$ cat src/rtl/hsv_pkg.sv
// hsv_pkg: shared field slices, hue/saturation constants, side-band struct and helpers for hsv_to_rgb
package hsv_pkg;
  localparam int LATENCY = 4;
  localparam int H_HI = 23;
  localparam int H_LO = 15;
  localparam int S_HI = 14;
  localparam int S_LO = 8;
  localparam int V_HI = 7;
  localparam int V_LO = 0;
  localparam int R_HI = 23;
  localparam int R_LO = 16;
  localparam int G_HI = 15;
  localparam int G_LO = 8;
  localparam int B_HI = 7;
  localparam int B_LO = 0;
  localparam logic [8:0] HUE_MAX = 9'd359;
  localparam logic [8:0] SECTOR_W = 9'd60;
  localparam logic [10:0] RECIP60 = 11'd1093;
  localparam logic [6:0] S_FULL = 7'd127;
  typedef struct packed {
    logic en;
    logic valid;
    logic [23:0] pass;
    logic [23:0] raw;
  } side_t;
  function automatic logic [8:0] clamp_hue(input logic [8:0] h);
    return h > HUE_MAX ? HUE_MAX : h;
  endfunction
  function automatic logic [7:0] eff_sat(input logic [6:0] s);
    return s == S_FULL ? 8'd128 : {1'b0, s};
  endfunction
endpackage

$ cat src/rtl/hsv_sector_decode.sv
// hsv_sector_decode: clamped hue hc -> sector k (0..5), in-sector offset r (0..59), sector parity odd
module hsv_sector_decode
  import hsv_pkg::*;
(
  input  logic [8:0] hc,
  output logic [2:0] k,
  output logic [5:0] r,
  output logic       odd
);
  localparam logic [8:0] B1 = SECTOR_W;
  localparam logic [8:0] B2 = 9'(2 * SECTOR_W);
  localparam logic [8:0] B3 = 9'(3 * SECTOR_W);
  localparam logic [8:0] B4 = 9'(4 * SECTOR_W);
  localparam logic [8:0] B5 = 9'(5 * SECTOR_W);
  logic [8:0] base;
  always_comb begin
    k = hc >= B5 ? 3'd5 : hc >= B4 ? 3'd4 : hc >= B3 ? 3'd3 : hc >= B2 ? 3'd2 : hc >= B1 ? 3'd1 : 3'd0;
    base = hc >= B5 ? B5 : hc >= B4 ? B4 : hc >= B3 ? B3 : hc >= B2 ? B2 : hc >= B1 ? B1 : 9'd0;
    r = 6'(hc - base);
    odd = k[0];
  end
endmodule

$ cat src/rtl/hsv_to_rgb.sv
// hsv_to_rgb: 4-stage HSV->RGB converter (clk, rst, en/bypass, valid_in, pixel_in, pass_in -> valid_out, pixel_out, pass_thru)
module hsv_to_rgb
  import hsv_pkg::*;
(
  input  logic        clk,
  input  logic        rst,
  input  logic        en,
  input  logic        valid_in,
  input  logic [23:0] pixel_in,
  input  logic [23:0] pass_in,
  output logic        valid_out,
  output logic [23:0] pixel_out,
  output logic [23:0] pass_thru
);
  logic [8:0] hc;
  logic [2:0] k0;
  logic [5:0] r0;
  logic odd0;
  side_t side [LATENCY-1];
  logic [7:0] v1, seff1;
  logic [2:0] k1;
  logic [5:0] r1;
  logic odd1;
  logic [7:0] c2, v2;
  logic [5:0] t2;
  logic [2:0] k2;
  logic [13:0] p3;
  logic [7:0] c3, m3;
  logic [2:0] k3;
  logic [7:0] x, rr, gg, bb;
  logic [23:0] rgb;
  assign hc = clamp_hue(pixel_in[H_HI:H_LO]);
  hsv_sector_decode u_dec (.hc(hc), .k(k0), .r(r0), .odd(odd0));
  always_comb begin
    x = 8'((24'(p3) * 24'(RECIP60)) >> 16);
    rr = (k3 == 3'd0 || k3 == 3'd5) ? c3 : (k3 == 3'd1 || k3 == 3'd4) ? x : 8'd0;
    gg = (k3 == 3'd1 || k3 == 3'd2) ? c3 : (k3 == 3'd0 || k3 == 3'd3) ? x : 8'd0;
    bb = (k3 == 3'd3 || k3 == 3'd4) ? c3 : (k3 == 3'd2 || k3 == 3'd5) ? x : 8'd0;
    rgb = '0;
    rgb[R_HI:R_LO] = rr + m3;
    rgb[G_HI:G_LO] = gg + m3;
    rgb[B_HI:B_LO] = bb + m3;
  end
  always_ff @(posedge clk) begin
    if (rst) begin
      for (int i = 0; i < LATENCY - 1; i++) side[i] <= '0;
      v1 <= '0;
      seff1 <= '0;
      k1 <= '0;
      r1 <= '0;
      odd1 <= 1'b0;
      c2 <= '0;
      v2 <= '0;
      t2 <= '0;
      k2 <= '0;
      p3 <= '0;
      c3 <= '0;
      m3 <= '0;
      k3 <= '0;
      valid_out <= 1'b0;
      pixel_out <= '0;
      pass_thru <= '0;
    end else begin
      side[0] <= {en, valid_in, pass_in, pixel_in};
      for (int i = 1; i < LATENCY - 1; i++) side[i] <= side[i-1];
      v1 <= pixel_in[V_HI:V_LO];
      seff1 <= eff_sat(pixel_in[S_HI:S_LO]);
      k1 <= k0;
      r1 <= r0;
      odd1 <= odd0;
      c2 <= 8'((16'(v1) * 16'(seff1)) >> 7);
      t2 <= odd1 ? 6'(SECTOR_W) - r1 : r1;
      v2 <= v1;
      k2 <= k1;
      p3 <= 14'(c2) * 14'(t2);
      m3 <= v2 - c2;
      c3 <= c2;
      k3 <= k2;
      valid_out <= side[LATENCY-2].valid;
      pass_thru <= side[LATENCY-2].pass;
      pixel_out <= side[LATENCY-2].en ? rgb : side[LATENCY-2].raw;
    end
  end
endmodule

$ cat config.mk
export PLATFORM = sky130hd
export DESIGN_NAME = hsv_to_rgb
export DESIGN_NICKNAME = d
export VERILOG_FILES = /design/src/rtl/hsv_pkg.sv /design/src/rtl/hsv_sector_decode.sv /design/src/rtl/hsv_to_rgb.sv
export SDC_FILE = /design/constraint.sdc
export NUM_CORES = 1
export LEC_CHECK = 0
export CAP_MARGIN = 5
export CORE_MARGIN = 5
export CORE_UTILIZATION = 64
export DETAILED_ROUTE_END_ITERATION = 6
export PLACE_DENSITY = 0.86
export SKIP_CTS_REPAIR_TIMING = 1
export SLEW_MARGIN = 10
export SYNTH_ARGS = -nofsm -noshare
export SYNTH_HDL_FRONTEND = slang
export SYNTH_SLANG_ARGS = --single-unit
export TNS_END_PERCENT = 1
$ cat constraint.sdc
create_clock -name clk -period 9.55 [get_ports clk]
set_input_delay 0.955 -clock clk [delete_from_list [all_inputs] [get_ports clk]]
set_output_delay 0.955 -clock clk [all_outputs]
set_load 0.05 [all_outputs]
Fig. 1: run 1, the metal 1 layer
Scale bar: 50 um.
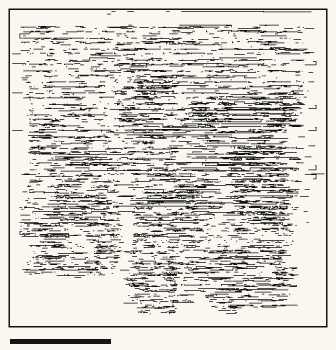
main direction	horizontal
longest straight run	51.5 um
Vias: 9280
routed wire length: 27.0 mm
GRT met1 Usage: 0.285

Fig. 2: run 1, metal 2
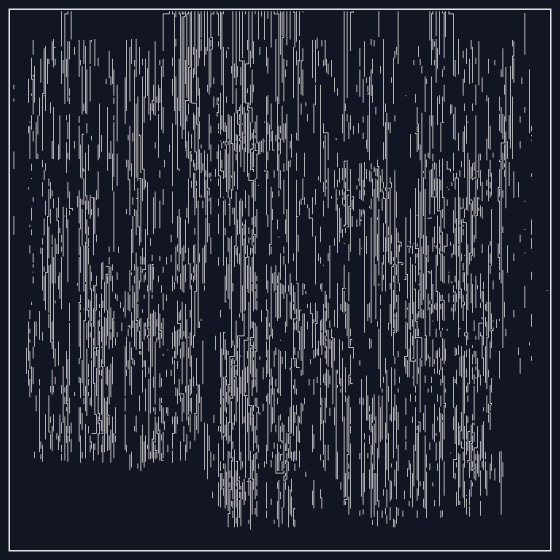
nets with wire on the layer	1471
main direction	vertical
met2 Use GR: 0.396

Fig. 3: run 1, M3 wires
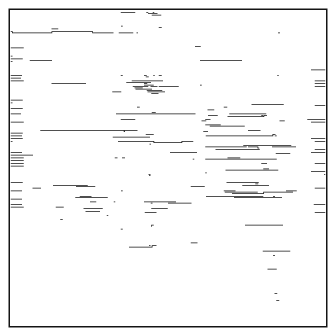
share of all routed wire	4.6%
main direction	horizontal
longest straight run	47.8 um
wire length on this layer	1250 um
M3 GR Usage: 0.0268

==> qor.csv, run 1 <==
stage,metric,value,unit
run_status,status,completed,
worst_hold_path,WHS Path Cells,1,
detailed_routing,WL per Instance,15.4,um
synth,Async SR Flop Fraction,0,
worst_setup_path,crit path from,p3[5],
global_routing,GR Overflow Total,0,
sta,Final Hold Viols,0,
synth,warning count from the yosys run,0,
sta,Slew @ Worst Pin,0.923,ns
synth,Post-synth seq share,0.388,
worst_setup_path,crit path DAT,6.13,ns
global_routing,first-pass GRT wire length,44.8,mm
global_routing,initial antenna violation count,0,
worst_hold_path,Hold Path Sink,side[0][93],
sta,fin crit share,0.598,
worst_hold_path,hold path start,side[0][43],
worst_setup_path,Worst R2R Setup Slack,3.84,ns
placement,routability cong.,0.922,
synth,Post-Synthesis Cells,1369,
placement,post-DP HPWL,19.9,mm
layout,fin area,15900,um2
sta,post-route setup TNS,0,ns
synth,Syn Nets,1648,
detailed_routing,Remaining DRCs,0,
layout,nets@finish,1739,
worst_setup_path,critical path endpoint,pixel_out[23],
synth,Syn Area/Cell,10.0,um2
run 1: critical path, stage by stage, from the launching register on:
cell and delay [ns]:
dfxtp_1 0.34, ha_1 0.34, inv_1 0.07, fa_1 0.50, inv_1 0.06, fa_1 0.46, ha_1 0.32, ha_1 0.31
o21a_1 0.19, a21oi_1 0.13, o21ai_0 0.10, nor2_2 0.27, o21bai_1 0.14, xor2_1 0.26, mux2i_1 0.12, nor2_1 0.20
ha_1 0.28, a21oi_1 0.21, o211ai_1 0.15, o21a_1 0.20, o21ai_0 0.15, nand2b_1 0.12, xor3_1 0.37, o211a_1 0.14
nor4_1 0.20
run 1: per-stage QoR:
step,std cells,utilization
final,1752,0.753
after global routing,1752,0.753
after CTS,1752,0.753
after detailed placement,1707,0.709
after global placement,1707,0.709
after floorplan,1369,-
run 1: flip-flops by register name (all words and copies together) (netlist names):
register   cells
valid_out      1
m3             8
seff1          8
t2             6
k2             3
v1             7
c3             8
p3            14
side         136
k3             3
r1             6
pixel_out     24
c2             8
v2             7
pass_thru     24
k1             3
run 1: cell families after synthesis:
group,share of synthesized area
and+or+nand+nor,0.189
DFF,0.388
xor gates and xnor gates,0.0412
muxes,0.0124
AOI/OAI and AO/OA,0.0791
buffers and inverters,0.0424
adders and majority gates,0.248
run 1: final cells by class:
cell class                      count  area, um2
Multi-Input combinational cell    948       7830
Sequential cell                   266       5330
Fill cell                        1386       5210
Timing Repair Buffer              103       1020
Clock buffer                       33        758
Inverter                          115        432
Tap cell                          275        344
Clock inverter                     12        164
run 1: power by group:
group	internal, W	total (W)	switching, W
Sequential	0.00116	0.00122	0.0000519
Combinational	0.000156	0.000342	0.000185
Clock	0.000646	0.00107	0.000422
Fig. 4: run 1, metal 4
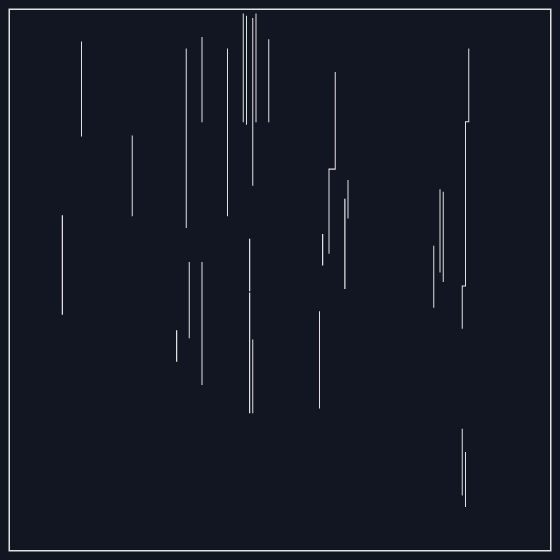

==> run 2: changes to the inputs <==
Settings changed: CORE_UTILIZATION 64 to 54, PLACE_DENSITY 0.86 to 0.77.
Clock period 9.55 ns to 4.7 ns, I/O delays scaled along.
Fig. 5: run 2, metal 4
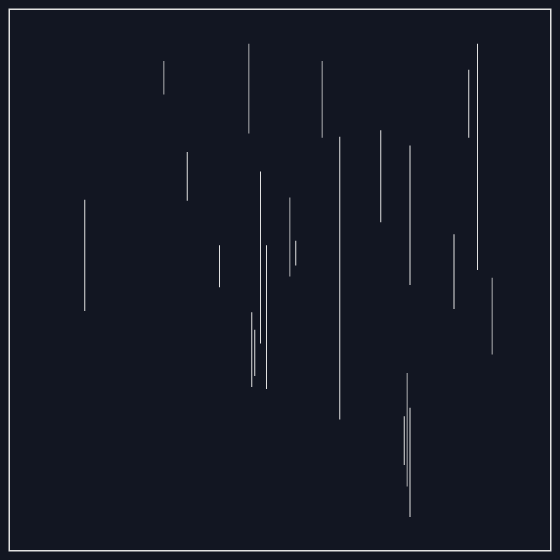
share of all routed wire	2.5%
longest straight run	88.4 um
nets with wire on the layer	15
Vias: 9443
routed wire length: 27.4 mm

Fig. 6: run 2, metal 2
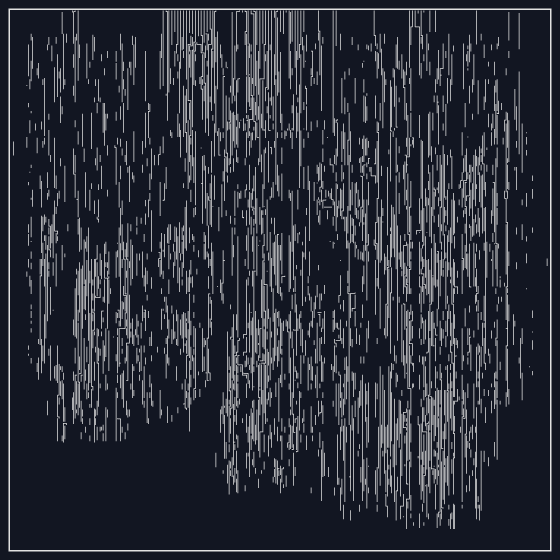
wire length on this layer	13600 um
share of all routed wire	50%
longest straight run	45.9 um
nets with wire on the layer	1494
met2 Use GR: 0.331

==> qor.csv, run 2 <==
stage,metric,value,unit,change
run_status,status,"finished, violations left",,was completed
run_status,violated checks,negative setup slack,,
pwr,Sequential Power Share,0.464,,was 0.463
pwr,sw frac,0.251,,about the same
synth,Syn Area/Cell,10.0,um2,unchanged
sta,final setup vio count,12,,was 0
sta,Slew @ Worst Pin,0.897,ns,was 0.923 ns
worst_setup_path,Critical Path Slowest Stage Cell,fa_1,,unchanged
layout,biggest regs,"side x136, pass_thru x24, pixel_out x24",,unchanged
synth,Post-Synthesis Cells,1369,,unchanged
placement,post-DP HPWL,21.0,mm,was 19.9 mm
sta,post-route setup TNS,-2.58,ns,was 0 ns
layout,nets@finish,1830,,was 1739
global_routing,GR Overflow Total,0,,unchanged
sta,worst setup margin,-0.543,ns,was 3.84 ns
global_routing,first-pass GRT wire length,45.4,mm,was 44.8 mm
sta,fin crit share,1.12,,was 0.598
worst_setup_path,Crit path largest cell delay,0.57,ns,was 0.50 ns
synth,Async SR Flop Fraction,0,,unchanged
pwr,clock share of power,0.384,,was 0.407
worst_setup_path,crit path DAT,5.70,ns,was 6.13 ns
layout,flip-flop count of the largest register after layout,136,,unchanged
placement,routability cong.,0.931,,was 0.922
global_routing,initial antenna violation count,0,,unchanged
layout,Final Util,0.670,,was 0.753
pwr,combinational power,0.000802,W,was 0.000342 W
-- run 2: cell counts after synthesis --
Identical to the previous run, type by type.
-- run 2: kinds of logic after synthesis --
group / share of synthesized area
AOI/OAI and AO/OA: 0.0791
xor gates and xnor gates: 0.0412
adders and majority gates: 0.248
buffers and inverters: 0.0424
DFF: 0.388
muxes: 0.0124
and+or+nand+nor: 0.189
-- run 2: worst paths after layout --
check	start	endpoint	slack, ns	depth (start not counted)
setup / recovery	p3[5]	pixel_out[7]	-0.54	23
hold / removal	side[0][133]	pass_thru[9]	0.43	1
setup reg to reg	p3[5]	pixel_out[7]	-0.54	23
hold reg to reg	side[0][133]	pass_thru[9]	0.43	1
-- run 2: worst register-to-register path: cells and delay by family, from the launching register on --
| family | cells | cell delay (ns) |
|---|---|---|
| xor gates and xnor gates | 2 | 0.40 |
| DFF | 1 | 0.36 |
| and+or+nand+nor | 4 | 0.70 |
| buffers and inverters | 3 | 0.21 |
| AOI/OAI and AO/OA | 8 | 1.46 |
| adders and majority gates | 6 | 2.03 |
-- run 2: area by class of cell --
| cell class | count | area, um2 | area share |
|---|---|---|---|
| multi-input combinational | 948 | 8060 | 0.479 |
| sequential | 266 | 5340 | 0.318 |
| clock inverter | 9 | 87.6 | 0.00521 |
| inverter | 115 | 432 | 0.0257 |
| tap | 330 | 413 | 0.0245 |
| timing repair buffer | 193 | 1700 | 0.101 |
| clock buffer | 40 | 785 | 0.0466 |
-- run 2: metrics by stage --
stage	power, W	instances	area, um2
detailed placement	0.00329	1847	15700
finish	0.00531	1901	16800
floorplan	0.00299	1369	13800
global placement	0.00326	1847	15700
CTS	0.00533	1896	16600
global route	0.00558	1901	16800
-- run 2: routing by layer --
layer	GRT usage	wire (um)
met4	0.0501	675
met3	0.0259	1130
met1	0.250	12000
met5	0	0
met2	0.331	13600
Power is estimated from default activity; no workload was simulated.
